<file path="config.mk">
export PLATFORM = sky130hd
export DESIGN_NAME = cache_fill_fsm_flat
export DESIGN_NICKNAME = d
export VERILOG_FILES = /design/src/rtl/cache_fill_fsm_if.sv /design/src/rtl/cache_fill_fsm.sv /design/src/flat_wrapper.sv
export SDC_FILE = /design/constraint.sdc
export NUM_CORES = 1
export LEC_CHECK = 0
export CAP_MARGIN = 40
export CORE_MARGIN = 2
export CORE_UTILIZATION = 35
export CTS_CLUSTER_DIAMETER = 150
export DETAILED_ROUTE_END_ITERATION = 7
export GPL_ROUTABILITY_DRIVEN = 0
export HOLD_SLACK_MARGIN = 0.02
export PLACE_DENSITY = 0.79
export SLEW_MARGIN = 25
export SYNTH_ARGS = -nofsm -noshare
export SYNTH_HDL_FRONTEND = slang
export SYNTH_SLANG_ARGS = --single-unit
</file>
<file path="constraint.sdc">
create_clock -name clk -period 1.3 [get_ports clk]
set_input_delay 0.13 -clock clk [delete_from_list [all_inputs] [get_ports clk]]
set_output_delay 0.13 -clock clk [all_outputs]
set_load 0.02 [all_outputs]
</file>
<file path="src/rtl/cache_fill_fsm_if.sv">
// Handshake bundle between the cache, main memory and the block-fill miss handler.
interface cache_fill_fsm_if;
    logic        miss_detected;
    logic [15:0] miss_address;
    logic        memory_data_valid;
    logic        fsm_busy;
    logic        mem_read_en;
    logic [15:0] mem_req_address;
    logic        write_data_array;
    logic        write_tag_array;
    logic [15:0] fill_address;

    // master: the cache/memory side; slave: the fill FSM
    modport master (
        output miss_detected, miss_address, memory_data_valid,
        input  fsm_busy, mem_read_en, mem_req_address, write_data_array, write_tag_array,
               fill_address
    );

    modport slave (
        input  miss_detected, miss_address, memory_data_valid,
        output fsm_busy, mem_read_en, mem_req_address, write_data_array, write_tag_array,
               fill_address
    );
endinterface

</file>
<file path="src/rtl/cache_fill_fsm.sv">
// Cache miss handler: streams one word request per cycle for a whole block and writes the
// in-order returning words (and finally the tag) into the cache arrays.
module cache_fill_fsm #(
    parameter int unsigned BLOCK_WORDS = 8
) (
    input  logic             clk,
    input  logic             rst,
    cache_fill_fsm_if.slave  bus
);

    localparam int unsigned OffW = $clog2(BLOCK_WORDS) + 1;
    localparam int unsigned RspW = $clog2(BLOCK_WORDS);

    typedef enum logic {StIdle, StFill} state_e;

    state_e          state_q, state_d;
    logic [15:0]     base_q, base_d;
    logic [OffW-1:0] req_cnt_q, req_cnt_d;
    logic [RspW-1:0] rsp_cnt_q, rsp_cnt_d;

    logic        req_pending;
    logic        last_rsp;
    logic [15:0] req_offset;
    logic [15:0] rsp_offset;

    assign req_pending = req_cnt_q < OffW'(BLOCK_WORDS);
    assign last_rsp    = rsp_cnt_q == RspW'(BLOCK_WORDS - 1);
    // Offsets stay inside the block, so the held count never carries into the base.
    assign req_offset  = 16'(req_cnt_q[OffW-2:0]) << 1;
    assign rsp_offset  = 16'(rsp_cnt_q) << 1;

    always_ff @(posedge clk or posedge rst) begin
        if (rst) begin
            state_q   <= StIdle;
            base_q    <= '0;
            req_cnt_q <= '0;
            rsp_cnt_q <= '0;
        end else begin
            state_q   <= state_d;
            base_q    <= base_d;
            req_cnt_q <= req_cnt_d;
            rsp_cnt_q <= rsp_cnt_d;
        end
    end

    always_comb begin
        state_d   = state_q;
        base_d    = base_q;
        req_cnt_d = req_cnt_q;
        rsp_cnt_d = rsp_cnt_q;

        bus.fsm_busy         = 1'b0;
        bus.mem_read_en      = 1'b0;
        bus.mem_req_address  = base_q;
        bus.write_data_array = 1'b0;
        bus.write_tag_array  = 1'b0;
        bus.fill_address     = base_q;

        unique case (state_q)
            StIdle: begin
                if (bus.miss_detected) begin
                    state_d   = StFill;
                    base_d    = {bus.miss_address[15:OffW], {OffW{1'b0}}};
                    req_cnt_d = '0;
                    rsp_cnt_d = '0;
                end
            end
            StFill: begin
                bus.fsm_busy        = 1'b1;
                bus.mem_read_en     = req_pending;
                bus.mem_req_address = base_q + req_offset;
                bus.fill_address    = base_q + rsp_offset;
                if (req_pending) begin
                    req_cnt_d = req_cnt_q + OffW'(1);
                end
                if (bus.memory_data_valid) begin
                    bus.write_data_array = 1'b1;
                    if (last_rsp) begin
                        bus.write_tag_array = 1'b1;
                        rsp_cnt_d           = '0;
                        state_d             = StIdle;
                    end else begin
                        rsp_cnt_d = rsp_cnt_q + RspW'(1);
                    end
                end
            end
            default: state_d = StIdle;
        endcase
    end

endmodule
</file>
<file path="src/flat_wrapper.sv">
// flat-port wrapper written by rule: the top's interface ports become plain ports
module cache_fill_fsm_flat 
#(
    parameter int unsigned BLOCK_WORDS = 8
)
  (clk, rst, bus_miss_detected, bus_miss_address, bus_memory_data_valid, bus_fsm_busy, bus_mem_read_en, bus_mem_req_address, bus_write_data_array, bus_write_tag_array, bus_fill_address);
  cache_fill_fsm_if bus_i ();
  input  logic clk;
  input  logic rst;
  input wire logic [$bits(bus_i.miss_detected)-1:0] bus_miss_detected;
  input wire logic [$bits(bus_i.miss_address)-1:0] bus_miss_address;
  input wire logic [$bits(bus_i.memory_data_valid)-1:0] bus_memory_data_valid;
  output wire logic [$bits(bus_i.fsm_busy)-1:0] bus_fsm_busy;
  output wire logic [$bits(bus_i.mem_read_en)-1:0] bus_mem_read_en;
  output wire logic [$bits(bus_i.mem_req_address)-1:0] bus_mem_req_address;
  output wire logic [$bits(bus_i.write_data_array)-1:0] bus_write_data_array;
  output wire logic [$bits(bus_i.write_tag_array)-1:0] bus_write_tag_array;
  output wire logic [$bits(bus_i.fill_address)-1:0] bus_fill_address;
  assign bus_i.miss_detected = bus_miss_detected;
  assign bus_i.miss_address = bus_miss_address;
  assign bus_i.memory_data_valid = bus_memory_data_valid;
  assign bus_fsm_busy = bus_i.fsm_busy;
  assign bus_mem_read_en = bus_i.mem_read_en;
  assign bus_mem_req_address = bus_i.mem_req_address;
  assign bus_write_data_array = bus_i.write_data_array;
  assign bus_write_tag_array = bus_i.write_tag_array;
  assign bus_fill_address = bus_i.fill_address;
  cache_fill_fsm #(.BLOCK_WORDS(BLOCK_WORDS)) u_core (.clk(clk), .rst(rst), .bus(bus_i));
endmodule
</file>
gate_families.png
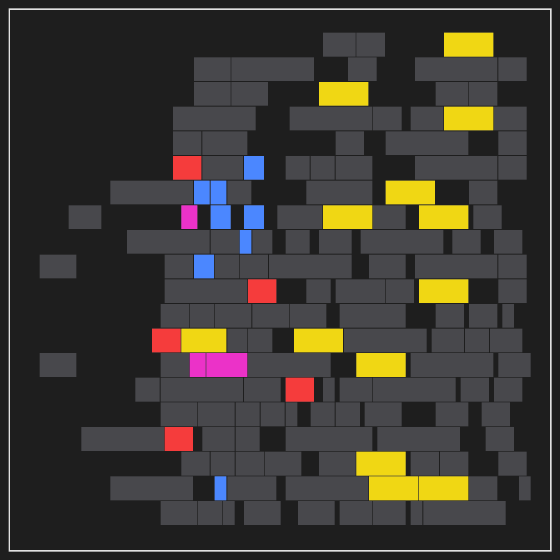
Key: NAND gates = blue [cells 8]; multiplexers = yellow [cells 13]; inverting AOI/OAI gates = magenta [cells 3]; AND-OR and OR-AND gates = red [cells 5]

==> impl_metrics.env <==
# flow metrics
export IMPL_status="finished, violations left"
export IMPL_violations="setup timing"
export IMPL_crit_path_start="u_core.rsp_cnt_q[1]"
export IMPL_synth_yosys_chip_area_um2=1081
export IMPL_p_comb_share_pct=65.1
export IMPL_top_layer="met4"
export IMPL_cts_buffers=3
export IMPL_seq_power_mw=1.11
export IMPL_wl_met1_mm=1.173
export IMPL_placed_cells=168
export IMPL_p_total_mw=4.084
export IMPL_clock_sinks=20
export IMPL_n_tap_cell=33
export IMPL_syn_to_final_growth_pct=70.83
export IMPL_final_clk_cell_share_pct=1.423
export IMPL_start_kind="flop"
export IMPL_p_leak_nw=0.9098
export IMPL_synthXorXnorAreaFrac_pct=1.620
export IMPL_dp_slack_ps=-321.4
export IMPL_cp_arrival_ps=1350
export IMPL_yosys_top_cells_count="20 x dfrtp_1, 15 x buf_4, 10 x mux2_4"
export IMPL_path_cells="ha_2 > ha_4 > and3_4 > buf_6"
export IMPL_cts_root_buf="clkbuf_4"
export IMPL_clk_pin_slew_worst_paths_ps=120
export IMPL_drt_iter0_drc=15
export IMPL_fin_cells=184
export IMPL_clock_buffers=4
export IMPL_setup_viol=22
export IMPL_ys_sh_mux_pct=16.90
export IMPL_drc=0
export IMPL_core_util_floorplan_pct=36.00
export IMPL_first_pass_iters=3
export IMPL_r2r_start="u_core.state_q"
export IMPL_wire_per_inst_um=15.23
export IMPL_worstSetupPathType="reg2out"
export IMPL_wl_mm=2.802
export IMPL_busiest_layer="met2"
export IMPL_hold_class="in2async"
export IMPL_nonClkBufAreaFrac_pct=40.51
export IMPL_nMultiInputCombCells=50
export IMPL_edf_count=0
export IMPL_p_int_mw=2.434
export IMPL_p_sw_mw=1.650
export IMPL_critPathCaptureType="output pin"
export IMPL_finalWorstSetupSlack_ps=-178.4
export IMPL_peakVddDrop_mv=0.7564
export IMPL_final_cell_mix="24 x dlygate4sd2_1, 19 x dfrtp_1, 18 x buf_6"
export IMPL_std_cell_rows=20
export IMPL_synth_yosys_num_cells=88
export IMPL_synthMostInstantiatedCell="dfrtp_1"
export IMPL_slowest_stage="dfrtp_1"
export IMPL_die_h_um=59.58
export IMPL_met2_length_mm=1.427
export IMPL_top_regs="u_core.base_q: 12 flops, u_core.req_cnt_q: 4 flops, u_core.rsp_cnt_q: 3 flops"
export IMPL_hpwl_mm=1.891
export IMPL_n_all_inverters=2
export IMPL_diodes=0
export IMPL_cellPowerDensity_nw_per_um2=2211
export IMPL_yosys_area_share_adder_pct=4.630
export IMPL_antenna_found_initial=0
export IMPL_synthArstFlopShare_pct=100.0
export IMPL_use_met3_pct=2.620
export IMPL_period_used_pct=113.7
export IMPL_whs_ps=147.3
clock_map.png
Scale bar: 20 µm.
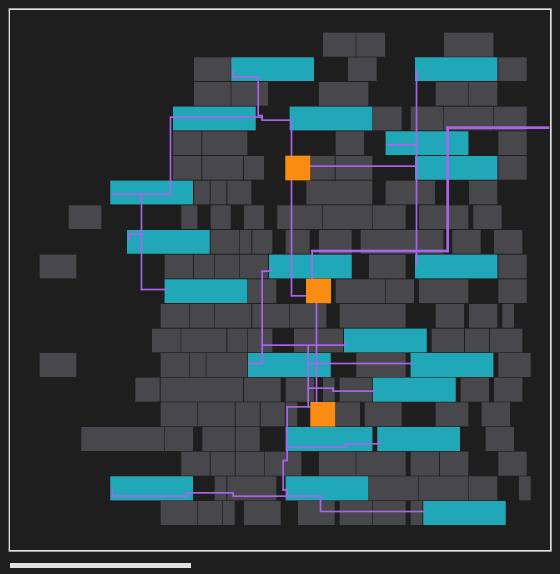
Key: clock wires = purple [length 279 µm]; cells driving clock nets = orange [count 3]; flip-flops = cyan [count 20]
There are 4 routed clock nets.
Clk power: 0.313 mW
clock latency at the later pin of the worst-skew pair: 300 ps
clock skew: 16.16 ps
Clk pwr share: 7.7%

Power and IR drop assume default switching activity.
